--- src/rtl/life_pkg.sv ---
// life_pkg: shared FSM state, B3/S23 rule constants and default grid size for the life engine.
package life_pkg;
  typedef enum logic [1:0] {IDLE, CALC, COMMIT} state_t;
  localparam logic [3:0] BIRTH_COUNT = 4'd3;
  localparam logic [3:0] SURVIVE_MIN = 4'd2;
  localparam logic [3:0] SURVIVE_MAX = 4'd3;
  localparam int DEF_GRID_W = 4;
  localparam int DEF_GRID_H = 4;
  function automatic logic next_cell(input logic alive, input logic [3:0] n);
    return alive ? (n >= SURVIVE_MIN && n <= SURVIVE_MAX) : (n == BIRTH_COUNT);
  endfunction
endpackage

--- src/rtl/life_engine_if.sv ---
// life_engine_if: button/frame inputs and display-facing outputs of the life engine.
interface life_engine_if #(parameter int CELLS = 16);
  logic frame_tick;
  logic btn_up, btn_down, btn_left, btn_right;
  logic btn_toggle, btn_clear, btn_run, btn_step;
  logic [CELLS-1:0] vecteur_map;
  logic [31:0] h_position_du_curseur, v_position_du_curseur;
  logic select_affichage;
  logic [15:0] gen_count;
  logic busy;
  modport master (
    output frame_tick, btn_up, btn_down, btn_left, btn_right, btn_toggle, btn_clear, btn_run, btn_step,
    input vecteur_map, h_position_du_curseur, v_position_du_curseur, select_affichage, gen_count, busy
  );
  modport slave (
    input frame_tick, btn_up, btn_down, btn_left, btn_right, btn_toggle, btn_clear, btn_run, btn_step,
    output vecteur_map, h_position_du_curseur, v_position_du_curseur, select_affichage, gen_count, busy
  );
endinterface

--- src/rtl/life_neighbour_count.sv ---
// life_neighbour_count: live neighbours of one cell; LIFE_TORUS_EN wraps edges, else off-grid cells are dead.
module life_neighbour_count #(
  parameter int GRID_W = 4,
  parameter int GRID_H = 4,
  parameter int CELLS = GRID_W * GRID_H,
  parameter int IW = $clog2(CELLS)
) (
  input  logic [CELLS-1:0] map,
  input  logic [IW-1:0]    idx,
  output logic [3:0]       count
);
  always_comb begin
    int x, y, nx, ny;
    logic [IW-1:0] ni;
    x = int'(idx) % GRID_W;
    y = int'(idx) / GRID_W;
    nx = 0;
    ny = 0;
    ni = '0;
    count = '0;
    for (int dy = -1; dy <= 1; dy++)
      for (int dx = -1; dx <= 1; dx++)
        if (dx != 0 || dy != 0) begin
`ifdef LIFE_TORUS_EN
          nx = (x + dx + GRID_W) % GRID_W;
          ny = (y + dy + GRID_H) % GRID_H;
          ni = IW'(nx + ny * GRID_W);
          count = count + 4'(map[ni]);
`else
          nx = x + dx;
          ny = y + dy;
          ni = IW'(nx + ny * GRID_W);
          if (nx >= 0 && nx < GRID_W && ny >= 0 && ny < GRID_H) count = count + 4'(map[ni]);
`endif
        end
  end
endmodule

--- src/rtl/life_engine.sv ---
// life_engine: Game-of-Life map, cursor and run/step control, one cell evaluated per clock.
// Optional LIFE_TORUS_EN (in life_neighbour_count) selects a toroidal grid.
module life_engine
  import life_pkg::*;
#(
  parameter int GRID_W = DEF_GRID_W,
  parameter int GRID_H = DEF_GRID_H,
  parameter int CELLS = GRID_W * GRID_H,
  parameter int FRAMES_PER_GEN = 30,
  parameter logic [CELLS-1:0] INIT_MAP = 'h0070
) (
  input logic clk,
  input logic reset_n,
  life_engine_if.slave bus
);
  localparam int IW = $clog2(CELLS);
  localparam int XW = $clog2(GRID_W);
  localparam int YW = $clog2(GRID_H);
  localparam int FW = FRAMES_PER_GEN > 1 ? $clog2(FRAMES_PER_GEN) : 1;
  state_t state;
  logic [CELLS-1:0] map, next_map;
  logic [IW-1:0] idx, cur_cell;
  logic [XW-1:0] cx, cx_n;
  logic [YW-1:0] cy, cy_n;
  logic [FW-1:0] fc;
  logic [15:0] gen_count;
  logic [3:0] count;
  logic running, pending, busy, run_trig;
  life_neighbour_count #(.GRID_W(GRID_W), .GRID_H(GRID_H), .CELLS(CELLS), .IW(IW)) u_count (
    .map(map), .idx(idx), .count(count)
  );
  assign cx_n = bus.btn_left && !bus.btn_right ? (cx == '0 ? XW'(GRID_W - 1) : cx - 1'b1)
              : bus.btn_right && !bus.btn_left ? (cx == XW'(GRID_W - 1) ? '0 : cx + 1'b1) : cx;
  assign cy_n = bus.btn_up && !bus.btn_down ? (cy == '0 ? YW'(GRID_H - 1) : cy - 1'b1)
              : bus.btn_down && !bus.btn_up ? (cy == YW'(GRID_H - 1) ? '0 : cy + 1'b1) : cy;
  assign cur_cell = IW'(int'(cy) * GRID_W + int'(cx));
  assign run_trig = running && bus.frame_tick && fc == FW'(FRAMES_PER_GEN - 1);
  // Triggers are registered into pending; only an idle engine consumes one, others are lost.
  always_ff @(posedge clk or negedge reset_n) begin
    if (!reset_n) begin
      state <= IDLE;
      map <= INIT_MAP;
      next_map <= '0;
      idx <= '0;
      cx <= '0;
      cy <= '0;
      fc <= '0;
      gen_count <= '0;
      running <= 1'b0;
      pending <= 1'b0;
      busy <= 1'b0;
    end else begin
      cx <= cx_n;
      cy <= cy_n;
      if (bus.btn_run) running <= !running;
      if (bus.btn_run && !running) fc <= '0;
      else if (running && bus.frame_tick) fc <= run_trig ? '0 : fc + 1'b1;
      pending <= state == IDLE && ((bus.btn_step && !running) || run_trig);
      unique case (state)
        IDLE: begin
          if (bus.btn_clear) map <= '0;
          else if (bus.btn_toggle) map[cur_cell] <= ~map[cur_cell];
          if (pending) begin
            state <= CALC;
            idx <= '0;
            busy <= 1'b1;
          end
        end
        CALC: begin
          next_map[idx] <= next_cell(map[idx], count);
          idx <= idx + 1'b1;
          if (idx == IW'(CELLS - 1)) state <= COMMIT;
        end
        COMMIT: begin
          map <= next_map;
          gen_count <= gen_count + 1'b1;
          busy <= 1'b0;
          state <= IDLE;
        end
        default: state <= IDLE;
      endcase
    end
  end
  assign bus.vecteur_map = map;
  assign bus.h_position_du_curseur = 32'(cx);
  assign bus.v_position_du_curseur = 32'(cy);
  assign bus.select_affichage = !running;
  assign bus.gen_count = gen_count;
  assign bus.busy = busy;
endmodule
--- src/flat_wrapper.sv ---
// flat-port wrapper written by rule: the top's interface ports become plain ports
module life_engine_flat import life_pkg::*;
#(
  parameter int GRID_W = DEF_GRID_W,
  parameter int GRID_H = DEF_GRID_H,
  parameter int CELLS = GRID_W * GRID_H,
  parameter int FRAMES_PER_GEN = 30,
  parameter logic [CELLS-1:0] INIT_MAP = 'h0070
)
  (clk, reset_n, bus_frame_tick, bus_btn_up, bus_btn_down, bus_btn_left, bus_btn_right, bus_btn_toggle, bus_btn_clear, bus_btn_run, bus_btn_step, bus_vecteur_map, bus_h_position_du_curseur, bus_v_position_du_curseur, bus_select_affichage, bus_gen_count, bus_busy);
  life_engine_if #(.CELLS(CELLS)) bus_i ();
  input logic clk;
  input logic reset_n;
  input wire logic [$bits(bus_i.frame_tick)-1:0] bus_frame_tick;
  input wire logic [$bits(bus_i.btn_up)-1:0] bus_btn_up;
  input wire logic [$bits(bus_i.btn_down)-1:0] bus_btn_down;
  input wire logic [$bits(bus_i.btn_left)-1:0] bus_btn_left;
  input wire logic [$bits(bus_i.btn_right)-1:0] bus_btn_right;
  input wire logic [$bits(bus_i.btn_toggle)-1:0] bus_btn_toggle;
  input wire logic [$bits(bus_i.btn_clear)-1:0] bus_btn_clear;
  input wire logic [$bits(bus_i.btn_run)-1:0] bus_btn_run;
  input wire logic [$bits(bus_i.btn_step)-1:0] bus_btn_step;
  output wire logic [$bits(bus_i.vecteur_map)-1:0] bus_vecteur_map;
  output wire logic [$bits(bus_i.h_position_du_curseur)-1:0] bus_h_position_du_curseur;
  output wire logic [$bits(bus_i.v_position_du_curseur)-1:0] bus_v_position_du_curseur;
  output wire logic [$bits(bus_i.select_affichage)-1:0] bus_select_affichage;
  output wire logic [$bits(bus_i.gen_count)-1:0] bus_gen_count;
  output wire logic [$bits(bus_i.busy)-1:0] bus_busy;
  assign bus_i.frame_tick = bus_frame_tick;
  assign bus_i.btn_up = bus_btn_up;
  assign bus_i.btn_down = bus_btn_down;
  assign bus_i.btn_left = bus_btn_left;
  assign bus_i.btn_right = bus_btn_right;
  assign bus_i.btn_toggle = bus_btn_toggle;
  assign bus_i.btn_clear = bus_btn_clear;
  assign bus_i.btn_run = bus_btn_run;
  assign bus_i.btn_step = bus_btn_step;
  assign bus_vecteur_map = bus_i.vecteur_map;
  assign bus_h_position_du_curseur = bus_i.h_position_du_curseur;
  assign bus_v_position_du_curseur = bus_i.v_position_du_curseur;
  assign bus_select_affichage = bus_i.select_affichage;
  assign bus_gen_count = bus_i.gen_count;
  assign bus_busy = bus_i.busy;
  life_engine #(.GRID_W(GRID_W), .GRID_H(GRID_H), .CELLS(CELLS), .FRAMES_PER_GEN(FRAMES_PER_GEN), .INIT_MAP(INIT_MAP)) u_core (.clk(clk), .reset_n(reset_n), .bus(bus_i));
endmodule
--- config.mk ---
export PLATFORM = sky130hd
export DESIGN_NAME = life_engine_flat
export DESIGN_NICKNAME = d
export VERILOG_FILES = /design/src/rtl/life_pkg.sv /design/src/rtl/life_engine_if.sv /design/src/rtl/life_neighbour_count.sv /design/src/rtl/life_engine.sv /design/src/flat_wrapper.sv
export SDC_FILE = /design/constraint.sdc
export NUM_CORES = 1
export LEC_CHECK = 0
export ABC_AREA = 1
export CAP_MARGIN = 5
export CORE_AREA = 3 3 89 112
export DETAILED_ROUTE_END_ITERATION = 10
export DIE_AREA = 0 0 92 115
export DONT_BUFFER_PORTS = 1
export PLACE_DENSITY_LB_ADDON = 0.2
export RECOVER_POWER = 50
export SLEW_MARGIN = 25
export SYNTH_ARGS = -nofsm -noshare
export SYNTH_HDL_FRONTEND = slang
export SYNTH_SLANG_ARGS = --single-unit
--- constraint.sdc ---
create_clock -name clk -period 8.25 [get_ports clk]
set_input_delay 1.65 -clock clk [delete_from_list [all_inputs] [get_ports clk]]
set_output_delay 1.65 -clock clk [all_outputs]
set_load 0.02 [all_outputs]
### Floorplan with the power grid, run 1

Scale bar: 20 um. Pins as bars on the die edge.
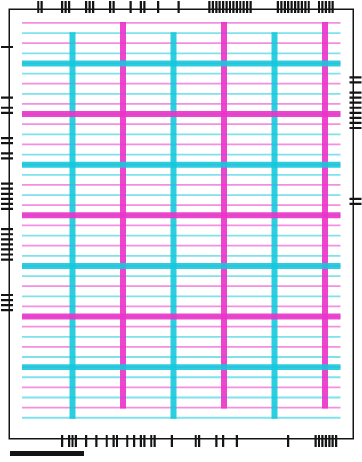
Key: cyan = VSS; magenta = VDD
6 straps on met4. The core has 39 rows. 7 straps on met5. 40 met1 rails follow the rows. 109 signal pins sit on the boundary.

### Cell classes on the final placement, run 1

Scale bar: 20 um.
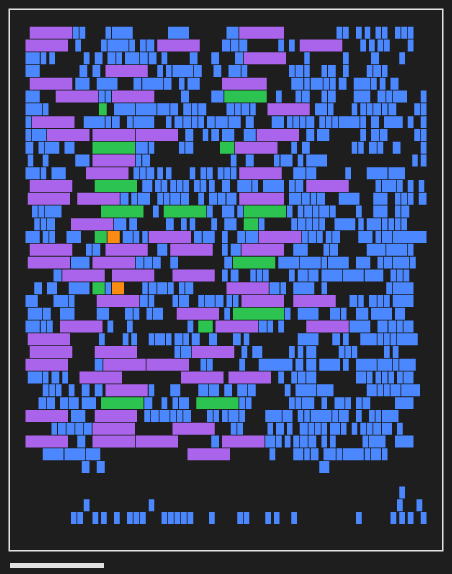
Key: green = clock drivers and dummy loads [cells 16, share of their area 5.6%]; orange = remaining buffers and delay cells [cells 2, share of their area 0.28%]; purple = registers [cells 66, share of their area 31%]; blue = remaining logic cells [cells 625, share of their area 63%]

==> reports/metrics.cfg, run 1 <==
[job]
cap_violations = 0
warnings = 42

[critical_path]
r2r_setup_slack_ns = 0.66
cpLargestDelayFamily = simple AND/OR/NAND/NOR gates

[final_timing]
maxSlewViolCount = 0
setup_violations = 0
holdWs_ns = 0.479
slew_headroom_pct = 5.40

[final_layout]
antennaDiodeCount = 0
clockNetworkAreaShare_pct = 5.48
fillers = 844
area_delta_synth_final_pct = 1.43
nonClkBufAreaFrac_pct = 0.273

[floorplan]
coreArea_sq_um = 9080
ios = 109
rows = 39

[synth]
syn-cell-area_sq_um = 5430
syn_area_per_cell_sq_um = 7.59
synthFlopType = dfrtp_1
top_area_cell = dfrtp_1

[global_route]
met2_usage_pct = 40.4

[run_status]
status = completed

[clocking]
cts.sinks = 66
postCtsHoldBufs = 0

### Clock network drawn from the DEF, run 1

Scale bar: 20 um.
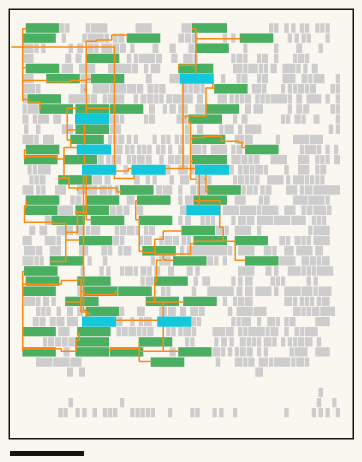
Key: cyan = clock-net drivers [count 9]; green = flip-flops [count 66]; orange = clock wires [length 810 um]
There are 10 routed clock nets.

### Routing congestion map, run 1

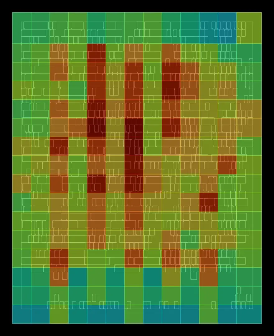

==> inputs of run 2 (changes only) <==
--- a/config.mk
+++ b/config.mk
@@ -7,10 +7,9 @@
 export LEC_CHECK = 0
 export ABC_AREA = 1
 export CAP_MARGIN = 5
-export CORE_AREA = 3 3 89 112
+export CORE_AREA = 3 3 95 120
 export DETAILED_ROUTE_END_ITERATION = 10
-export DIE_AREA = 0 0 92 115
-export DONT_BUFFER_PORTS = 1
+export DIE_AREA = 0 0 98 123
 export PLACE_DENSITY_LB_ADDON = 0.2
 export RECOVER_POWER = 50
 export SLEW_MARGIN = 25
### Routing congestion map, run 2

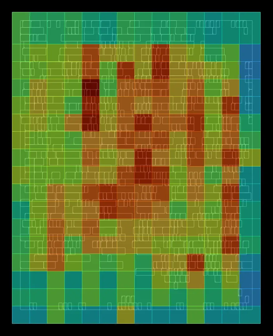
Overall Global Routing Usage: 21.5%
Finished Core Util: 57.7%
met3 global-route usage: 3.33%
Wirelength per Cell: 14.4 um

==> reports/metrics.cfg, run 2 <==
[final_layout]
area_delta_synth_final_pct = 11.1  ; was 1.43%
nonClkBufAreaFrac_pct = 8.26  ; was 0.273%
fillers = 977  ; was 844
clockNetworkAreaShare_pct = 5.46  ; was 5.48%
comb_cells = 555  ; unchanged
clkbuf_count = 10  ; was 9
dominant-cell-class = logic gates  ; unchanged
antennaDiodeCount = 0  ; unchanged

[global_route]
met2_usage_pct = 37.9  ; was 40.4%

[synth]
syn_area_per_cell_sq_um = 7.59  ; unchanged
fa_ha_area_share_pct = 8.76  ; unchanged
syn-cell-area_sq_um = 5430  ; unchanged
top_area_cell = dfrtp_1  ; unchanged
synthFlopType = dfrtp_1  ; unchanged
synthArstFlopShare_pct = 100  ; unchanged

[final_timing]
holdWs_ns = 0.474  ; was 0.479 ns
maxSlewViolCount = 67  ; was 0
slew_headroom_pct = -137  ; was 5.40%
setup_violations = 0  ; unchanged
rsz0062_at_grt = no  ; unchanged
fin_crit_sh_pct = 88.2  ; was 92.0%
setup_tns_ns = 0  ; unchanged

[hold_path]
hold_end = u_core.bus.gen_count[15]$_DFFE_PN0P_  ; was u_core.pending$_DFF_PN0_
min_from = u_core.bus.gen_count[15]$_DFFE_PN0P_  ; was u_core.state[0]$_DFFE_PN0P_

[clocking]
cts.sinks = 66  ; unchanged
path_clk_slew_ns = 0.06  ; about the same
postCtsHoldBufs = 0  ; unchanged

[critical_path]
crit_end = u_core.next_map[5]$_DFFE_PN0P_  ; was u_core.next_map[14]$_DFFE_PN0P_
r2r_setup_slack_ns = 0.97  ; was 0.66 ns
cpLargestDelayFamily = simple AND/OR/NAND/NOR gates  ; unchanged
r2r-end = u_core.next_map[5]$_DFFE_PN0P_  ; was u_core.next_map[14]$_DFFE_PN0P_
path_class = reg2reg  ; unchanged

[floorplan]
ios = 109  ; unchanged
coreArea_sq_um = 10500  ; was 9080 sq um
rows = 42  ; was 39

[placement]
post-place-ws_ns = 0.675  ; was 0.653 ns
gp_congestion = 0.878  ; was 0.844
post-place-cells = 875  ; was 816

[run_status]
violations = capacitance limit, slew limit
status = complete, but fails checks  ; was completed

[job]
cap_violations = 1  ; was 0
warnings = 42  ; unchanged

[detailed_routing]
post_drt_via_cell_ratio = 5.25  ; was 5.39
wl_um = 12800  ; was 12300 um

### Cell classes on the final placement, run 2

Scale bar: 20 um.
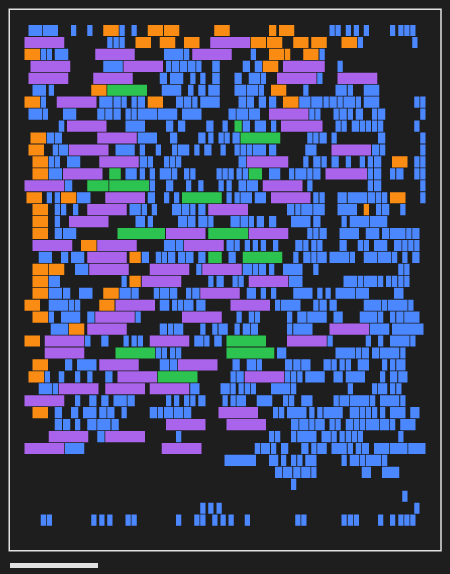

==> inputs of run 3 (changes only) <==
--- a/config.mk
+++ b/config.mk
@@ -7,12 +7,14 @@
 export LEC_CHECK = 0
 export ABC_AREA = 1
 export CAP_MARGIN = 5
-export CORE_AREA = 3 3 95 120
+export CORE_AREA = 3 3 96 121
+export CTS_CLUSTER_DIAMETER = 50
 export DETAILED_ROUTE_END_ITERATION = 10
-export DIE_AREA = 0 0 98 123
+export DIE_AREA = 0 0 99 124
 export PLACE_DENSITY_LB_ADDON = 0.2
 export RECOVER_POWER = 50
 export SLEW_MARGIN = 25
 export SYNTH_ARGS = -nofsm -noshare
 export SYNTH_HDL_FRONTEND = slang
+export SYNTH_HIERARCHICAL = 1
 export SYNTH_SLANG_ARGS = --single-unit
### Cell classes on the final placement, run 3

Scale bar: 20 um.
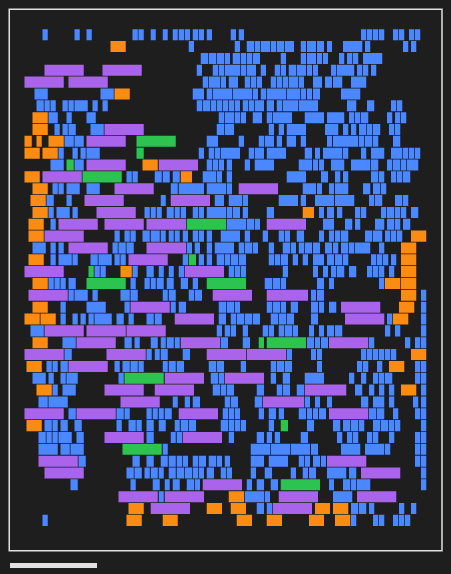
Key: blue = remaining logic cells [cells 739, share of their area 60%]; purple = registers [cells 66, share of their area 27%]; orange = remaining buffers and delay cells [cells 52, share of their area 8.3%]; green = clock drivers and dummy loads [cells 15, share of their area 4.2%]

==> reports/metrics.cfg, run 3 <==
[floorplan]
rows = 42  ; unchanged
ios = 109  ; unchanged

[detailed_routing]
wire_per_inst_um = 14.2  ; was 14.4 um

[final_layout]
comb_cells = 665  ; was 555
nonClkBufAreaFrac_pct = 8.04  ; was 8.26%
antennaDiodeCount = 0  ; unchanged
clockNetworkAreaShare_pct = 4.05  ; was 5.46%
dominant-cell-class = logic gates  ; unchanged
final_util_pct = 59.1  ; was 57.7%

[critical_path]
path_class = reg2reg  ; unchanged
crit_end = u_core/next_map[7]$_DFFE_PN0P_  ; was u_core.next_map[5]$_DFFE_PN0P_

[global_route]
met3_usage_pct = 3.75  ; was 3.33%
grt_usage_pct = 23.5  ; was 21.5%
met2_usage_pct = 38.9  ; was 37.9%

[synth]
fa_ha_area_share_pct = 8.12  ; was 8.76%
synthFlopType = dfrtp_1  ; unchanged

[clocking]
cts.sinks = 66  ; unchanged

[final_timing]
setup_violations = 0  ; unchanged
fin_crit_sh_pct = 86.2  ; was 88.2%
holdWs_ns = 0.475  ; was 0.474 ns
maxSlewViolCount = 67  ; unchanged

[run_status]
status = complete, but fails checks  ; unchanged
violations = capacitance limit, slew limit  ; unchanged

[job]
cap_violations = 1  ; unchanged
warnings = 40  ; was 42

[hold_path]
min_from = u_core/bus.busy$_DFFE_PN0P_  ; was u_core.bus.gen_count[15]$_DFFE_PN0P_


## Gallery

Metal layers overlaid.
shot_01.png
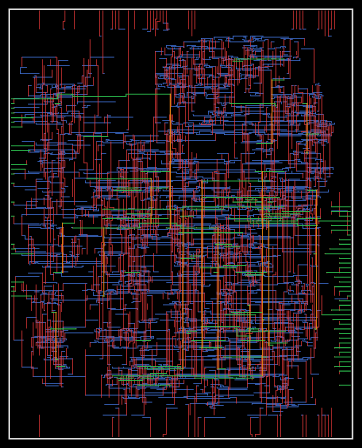
shot_02.png
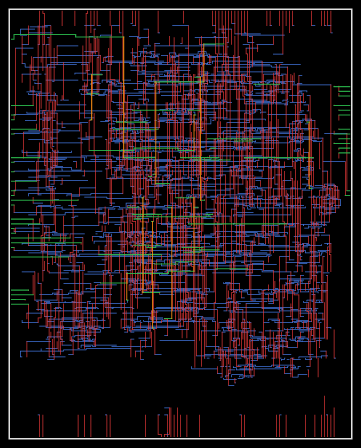
shot_03.png
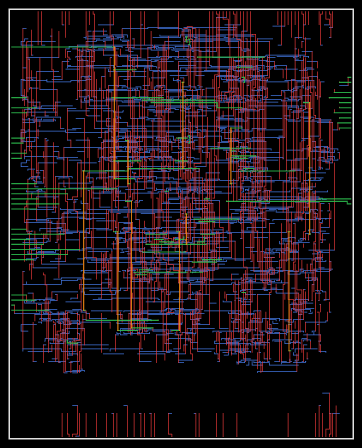
For run 3, see shot_01.png.
For run 1, see shot_03.png.
For run 2, see shot_02.png.

Key to shot_01.png:
Key: orange = M4 [wire length 421 um]; blue = M1 [wire length 6130 um]; red = M2 [wire length 6780 um]; green = M3 [wire length 954 um]

